$ cat src/rtl/sfr_port_bank.sv
// sfr_port_bank: parametrised SFR-mapped I/O port bank for the 8051 core.
// Each port has an 8-bit output latch driven straight to the pins and a
// synchronised copy of its input pins. A read returns either the latch
// (read-modify-write) or the pins. Each port also has a change-detect flag
// that can raise an interrupt through a mask register. The block holds its
// state through short glitches on the reset line by using a filtered
// internal reset.
module sfr_port_bank #(
  parameter int         NUM_PORTS   = 4,
  parameter logic [7:0] BASE_ADDR   = 8'h80,
  parameter logic [7:0] ADDR_STRIDE = 8'h10,
  parameter logic [7:0] MASK_ADDR   = 8'hA8,
  parameter logic [7:0] FLAG_ADDR   = 8'hC0,
  parameter int         SYNC_STAGES = 2,
  parameter int         RST_HOLD    = 10
) (
  input  logic                   clk,
  input  logic                   reset,
  input  logic [7:0]             addr,
  input  logic                   rd_en,
  input  logic                   wr_en,
  input  logic                   rmw,
  input  logic [7:0]             wdata,
  output logic [7:0]             rdata,
  output logic                   rd_valid,
  output logic                   hit,
  input  logic [8*NUM_PORTS-1:0] pin_in,
  output logic [8*NUM_PORTS-1:0] pin_out,
  output logic                   irq
);

  localparam int         IDX_W    = (NUM_PORTS > 1) ? $clog2(NUM_PORTS) : 1;
  localparam logic [3:0] HOLD     = 4'(RST_HOLD);
  localparam logic [2:0] ARM_DONE = 3'(SYNC_STAGES + 1);

  // Which register the current address selects.
  typedef enum logic [1:0] {
    SEL_NONE,
    SEL_PORT,
    SEL_MASK,
    SEL_FLAG
  } sel_e;

  // Port k's address. The arithmetic is 8-bit, so large strides wrap.
  function automatic logic [7:0] port_addr(input int k);
    logic [15:0] prod;
    prod = 16'(k) * 16'(ADDR_STRIDE);
    return BASE_ADDR + prod[7:0];
  endfunction

  // ---------------------------------------------------------------------------
  // Internal signals
  // ---------------------------------------------------------------------------
  logic [3:0]                                rst_cnt_q;
  logic                                      irst;
  logic [2:0]                                arm_q;
  logic                                      armed;

  logic [SYNC_STAGES-1:0][NUM_PORTS-1:0][7:0] sync_q;
  logic [NUM_PORTS-1:0][7:0]                 sync_final;
  logic [NUM_PORTS-1:0][7:0]                 prev_q;
  logic [NUM_PORTS-1:0][7:0]                 latch_q;

  logic [NUM_PORTS-1:0]                      mask_q;
  logic [NUM_PORTS-1:0]                      flag_q;
  logic [NUM_PORTS-1:0]                      flag_next;
  logic [NUM_PORTS-1:0]                      change_set;

  sel_e                                      sel;
  logic [IDX_W-1:0]                          sel_idx;
  logic [7:0]                                read_val;

  // ---------------------------------------------------------------------------
  // Reset filter
  // ---------------------------------------------------------------------------
  // Count consecutive low cycles of reset. The count saturates at RST_HOLD,
  // and any high cycle clears it.
  // NOTE: state registers use non-blocking (<=) assignments, so every flop
  // samples the values from before the edge. Blocking assignments here would
  // create order-dependent simulation races.
  always_ff @(posedge clk) begin
    if (reset) begin
      rst_cnt_q <= '0;
    end else if (rst_cnt_q != HOLD) begin
      rst_cnt_q <= rst_cnt_q + 4'd1;
    end
  end

  assign irst = (rst_cnt_q == HOLD);

  // ---------------------------------------------------------------------------
  // Address decode
  // ---------------------------------------------------------------------------
  // The first match wins when addresses overlap. Ports are checked in
  // ascending order, then the mask register, then the flag register.
  // NOTE: every variable gets a default at the top of the block. This keeps
  // any path from leaving a variable unassigned, which would infer a latch.
  always_comb begin
    sel     = SEL_NONE;
    sel_idx = '0;
    for (int k = 0; k < NUM_PORTS; k++) begin
      if (sel == SEL_NONE && addr == port_addr(k)) begin
        sel     = SEL_PORT;
        sel_idx = IDX_W'(k);
      end
    end
    if (sel == SEL_NONE && addr == MASK_ADDR) begin
      sel = SEL_MASK;
    end else if (sel == SEL_NONE && addr == FLAG_ADDR) begin
      sel = SEL_FLAG;
    end
  end

  assign hit = (sel != SEL_NONE);

  // ---------------------------------------------------------------------------
  // Pin synchronisers and change detection
  // ---------------------------------------------------------------------------
  // Shift raw pins through SYNC_STAGES flops. The chain resets to all ones to
  // match the idle state of a quasi-bidirectional 8051 port.
  always_ff @(posedge clk) begin
    if (irst) begin
      sync_q <= '1;
    end else begin
      sync_q <= {sync_q[SYNC_STAGES-2:0], pin_in};
    end
  end

  assign sync_final = sync_q[SYNC_STAGES-1];

  // Keep the previous final-stage value so each port can see an edge.
  always_ff @(posedge clk) begin
    if (irst) begin
      prev_q <= '1;
    end else begin
      prev_q <= sync_final;
    end
  end

  // Arm counter. Detection stays off until real pin values have replaced the
  // all-ones reset pattern in both the final stage and the history register.
  always_ff @(posedge clk) begin
    if (irst) begin
      arm_q <= '0;
    end else if (arm_q != ARM_DONE) begin
      arm_q <= arm_q + 3'd1;
    end
  end

  assign armed = (arm_q == ARM_DONE);

  // A port raises a change request when any bit of its synchronised pins
  // differs from the previous cycle.
  always_comb begin
    change_set = '0;
    for (int k = 0; k < NUM_PORTS; k++) begin
      change_set[k] = armed && (sync_final[k] != prev_q[k]);
    end
  end

  // ---------------------------------------------------------------------------
  // Output latches
  // ---------------------------------------------------------------------------
  // Port latch write. pin_out is a direct view of the latches.
  always_ff @(posedge clk) begin
    if (irst) begin
      latch_q <= '1;
    end else if (wr_en && sel == SEL_PORT) begin
      latch_q[sel_idx] <= wdata;
    end
  end

  assign pin_out = latch_q;

  // ---------------------------------------------------------------------------
  // Interrupt mask and change flags
  // ---------------------------------------------------------------------------
  // Mask write. Only the bits for ports that exist are stored.
  always_ff @(posedge clk) begin
    if (irst) begin
      mask_q <= '0;
    end else if (wr_en && sel == SEL_MASK) begin
      mask_q <= wdata[NUM_PORTS-1:0];
    end
  end

  // Next flag value. A write of 1 clears a flag first, and a change on the
  // same cycle then sets it again, so a new event is never lost.
  always_comb begin
    flag_next = flag_q;
    if (wr_en && sel == SEL_FLAG) begin
      flag_next = flag_next & ~wdata[NUM_PORTS-1:0];
    end
    flag_next = flag_next | change_set;
  end

  // Flag register.
  always_ff @(posedge clk) begin
    if (irst) begin
      flag_q <= '0;
    end else begin
      flag_q <= flag_next;
    end
  end

  // Registered interrupt request from the current flags and mask.
  always_ff @(posedge clk) begin
    if (irst) begin
      irq <= 1'b0;
    end else begin
      irq <= |(flag_q & mask_q);
    end
  end

  // ---------------------------------------------------------------------------
  // Read port
  // ---------------------------------------------------------------------------
  // Read data mux. It uses pre-edge state, so a write to the same address in
  // the same cycle does not show in the returned value. Unmapped addresses
  // read as zero.
  always_comb begin
    read_val = 8'h00;
    case (sel)
      SEL_PORT: read_val = rmw ? latch_q[sel_idx] : sync_final[sel_idx];
      SEL_MASK: read_val = 8'(mask_q);
      SEL_FLAG: read_val = 8'(flag_q);
      default:  read_val = 8'h00;
    endcase
  end

  // Registered read response. The data holds its value between reads, and
  // rd_valid pulses once for each read strobe.
  always_ff @(posedge clk) begin
    if (irst) begin
      rdata    <= 8'h00;
      rd_valid <= 1'b0;
    end else begin
      rd_valid <= rd_en;
      if (rd_en) begin
        rdata <= read_val;
      end
    end
  end

endmodule

$ cat config.mk
export PLATFORM = sky130hd
export DESIGN_NAME = sfr_port_bank
export DESIGN_NICKNAME = d
export VERILOG_FILES = /design/src/rtl/sfr_port_bank.sv
export SDC_FILE = /design/constraint.sdc
export NUM_CORES = 1
export LEC_CHECK = 0
export CAP_MARGIN = 20
export CORE_ASPECT_RATIO = 2
export CORE_MARGIN = 1.5
export CORE_UTILIZATION = 57
export DETAILED_ROUTE_END_ITERATION = 16
export GPL_TIMING_DRIVEN = 0
export PLACE_DENSITY = 0.89
export SLEW_MARGIN = 40
export SYNTH_ARGS = -nofsm -noshare
export SYNTH_HDL_FRONTEND = slang
export SYNTH_SLANG_ARGS = --single-unit
$ cat constraint.sdc
create_clock -name clk -period 4 [get_ports clk]
set_input_delay 0.4 -clock clk [delete_from_list [all_inputs] [get_ports clk]]
set_output_delay 0.4 -clock clk [all_outputs]
set_load 0.01 [all_outputs]
### M2 wires

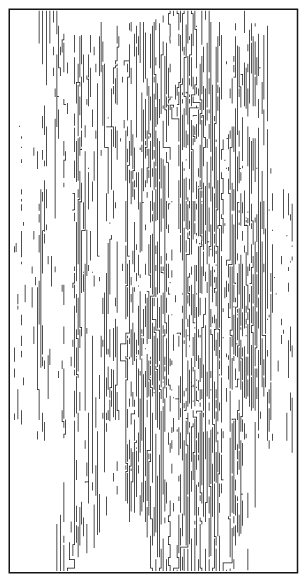
wire length on this layer = 7740 µm
main direction = vertical
longest straight run = 46.6 µm
share of all routed wire = 54%
nets with wire on the layer = 622
GR Layer Usage met2: 0.489
via count: 4521
WL final: 14.3 mm

### Logic cells by family

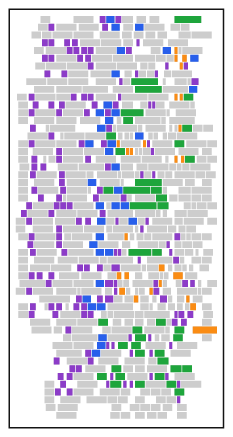
green -> mux cells  # cells 41, most used mux2i_1
blue -> xor and xnor cells  # cells 36, most used xnor2_1, where a column down the middle
orange -> nor cells  # cells 25, most used nor2_1
purple -> nand cells  # cells 157, most used nand2b_1, where all over the die

==> run_results.csv <==
group,metric,value,unit
status,status,"complete, no violations",
cells_and_area,lay_top_cells,"dfxtp_1, nand2b_1, clkdlybuf4s50_1",
placement,dp_hpwl,10.4,mm
power_and_ir_drop,p_sw,0.928,mW
synthesis,ys_cells,547,
global_routing,grt_antenna_before_repair,0,
cells_and_area,drive_above_1_share,0.0966,
clock_tree,htreeDepth,4,
hold_path,whs_path_depth,1,
power_and_ir_drop,sw_frac_of_total,0.252,
global_routing,grt_use_total,0.281,
sta,finalCritPeriodShare,0.685,
clock_tree,clock-sinks,153,
synthesis,top_cells_by_count,"dfxtp_1, nand2b_1, nand2_1, xnor2_1, mux2i_1",
synthesis,synth_area,0.00584,mm²
worst_setup_path,reg2reg_depth,7,
worst_setup_path,required,3.60,ns
sta,timing.hold.ws,0.405,ns
synthesis,synth.avg_cell_area,10.7,µm²
clock_tree,hold_buffers,0,
synthesis,top_cell_area_share,0.525,
synthesis,synthCells,547,
sta,rsz0062_at_grt,"no",
global_routing,grt_first_pass_wirelength,22.8,mm
cells_and_area,fillCellCount,673,
cells_and_area,nets,717,
clock_tree,clk_pin_slew,0.06,ns
cells_and_area,syn_to_final_growth,29.2,%
drt,ant_nets,0,
synthesis,edf_count,0,
worst_setup_path,arrival,2.34,ns
power_and_ir_drop,power_density,489,mW/mm²
global_routing,grt_start_max_net_pins,17,
worst_setup_path,crit_top_cell,"clkdlybuf4s50_1",
cells_and_area,antenna_cells,0,
placement,gp_congestion,0.969,
hold_path,worstHoldPathType,"flip-flop to flip-flop",
clock_tree,cts_tree,"yes",
run,warning_count,27,
hold_path,worstHoldStart,"sync_q[11]$_SDFF_PN1_",
power_and_ir_drop,ir_drop,444,µV
synthesis,yosysChipArea,0.00584,mm²
floorplanning,io_pins,96,
sta,worst_slew_pin_slew,0.580,ns
sta,relSlewSlack,0.613,
synthesis,ys_warn_count,0,
power_and_ir_drop,leakagePower,3.24,nW
power_and_ir_drop,combPwrFrac,0.110,
worst_setup_path,r2r_start,"rst_cnt_q[0]$_SDFFE_PP0P_",
worst_setup_path,critPathMaxStageDelay,0.53,ns
sta,tns,0,ns
worst_setup_path,cp_max_fo,10,
worst_setup_path,reg2reg_slack,1.60,ns
global_routing,overflow,0,
sta,skew,0.00619,ns
drt,wl_per_cell,17.7,µm
floorplanning,fp.dieW,74.6,µm
clock_tree,clockRootBuffer,"clkbuf_16",
sta,finalSetupViolations,0,
synthesis,ff_type,"dfxtp_1",
synthesis,ys_seq_frac,0.525,
synthesis,most_common_cell,"dfxtp_1",
sta,hold_viol_final,0,
placement,io_buffers,94,
worst_setup_path,critPathSlowestCell,"clkdlybuf4s50_1",
worst_setup_path,worstSetupPathType,"primary input to output port",
sta,max_clock_freq,365,MHz
synthesis,synth-seq-cells,153,
global_routing,grt_pass1_vias,4590,
cells_and_area,lay_top_count,"dfxtp_1",
### Cells coloured by class

Bar = 20 µm. Fill, decap, tap and diode cells in grey.
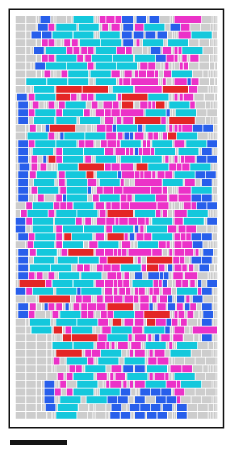
cyan -> sequential cells  # cells 153, share of their area 42%
blue -> remaining buffers and delay cells  # cells 128, share of their area 15%
magenta -> combinational and other logic  # cells 360, share of their area 35%
red -> clock drivers and dummy loads  # cells 32, share of their area 8.1%
Rows: 52
final instance area: 0.00754 mm²

### Clock routing

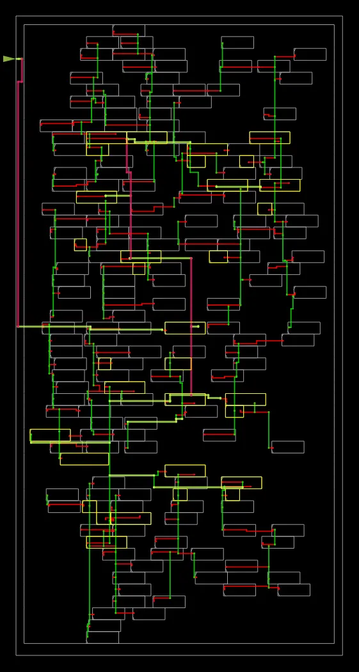
clock latency on the worst-skew pair: 0.42 ns
clock buffer count from CTS: 17

## area by class of cell
| type | instances | area, µm² | share of cell area |
|---|---|---|---|
| flip-flops and latches | 153 | 3060 | 0.406 |
| repair buffers | 94 | 941 | 0.125 |
| inverters | 10 | 37.5 | 0.00498 |
| well taps | 135 | 169 | 0.0224 |
| clock inverters | 14 | 155 | 0.0206 |
| clock buffers | 18 | 439 | 0.0582 |
| multi-input cells | 350 | 2570 | 0.341 |
| plain buffers | 34 | 168 | 0.0222 |
## through the flow
| step | area, µm² | power (mW) | instances | util | setup WS, ns |
|---|---|---|---|---|---|
| global placement | 6950 | 2.10 | 776 | 0.694 | 1.30 |
| global route | 7540 | 3.81 | 808 | 0.753 | 1.14 |
| finish | 7540 | 3.69 | 808 | 0.753 | 1.26 |
| CTS | 7540 | 3.69 | 808 | 0.753 | 1.25 |
| detailed placement | 6950 | 2.14 | 776 | 0.694 | 1.25 |
| floorplan | 5840 | 1.95 | 547 | - | 2.27 |
## worst max-delay path: cells and delay by family
| kind | cells | cell delay (ns) |
|---|---|---|
| AND-OR/OR-AND | 1 | 0.16 |
| buffers and inverters | 4 | 1.32 |
| AND/OR/NAND/NOR | 1 | 0.46 |
## per-layer routing
| layer | up-vias | global-route usage | routed length (µm) |
|---|---|---|---|
| met1 | 2108 | 0.282 | 4740 |
| met5 | - | 0 | 0 |
| li1 | 2111 | - | - |
| met2 | 244 | 0.489 | 7740 |
| met3 | 58 | 0.0663 | 804 |
| met4 | 0 | 0.188 | 987 |
## power groups by stage
stage	logic [mW]	registers, mW	clock network [mW]
after global routing	0.438	1.72	1.66
after detailed placement	0.397	1.74	0
final	0.406	1.71	1.57
after floorplan	0.222	1.73	0
after global placement	0.372	1.73	0
after CTS	0.403	1.71	1.58
## worst max path at each step
stage                     slack, ns  cells past startpoint                    end     from
after floorplan                2.27                      5  rdata[0]$_SDFFE_PN0P_  addr[4]
after global placement         1.30                      6                    hit  addr[2]
after detailed placement       1.25                      6                    hit  addr[2]
after CTS                      1.25                      6                    hit  addr[2]
after global routing           1.14                      6                    hit  addr[2]
final                          1.26                      6                    hit  addr[2]
## kinds of logic after synthesis
kind of cell,count (synthesis),share of synthesized area
and+or+nand+nor,195,0.193
AOI/OAI and AO/OA,74,0.0921
DFF,153,0.525
buffers and inverters,44,0.0351
muxes,41,0.0928
adders and majority gates,4,0.00857
xor gates and xnor gates,36,0.0540
## flip-flops by register name, summed over array words and instances (netlist names), 3 cells and up
register	cells
mask_q	4
sync_final	32
arm_q	3
flag_q	4
prev_q	32
sync_q	32
pin_out	32
rst_cnt_q	4
rdata	8
No activity file was given, so power comes from the tool's default toggle rates.
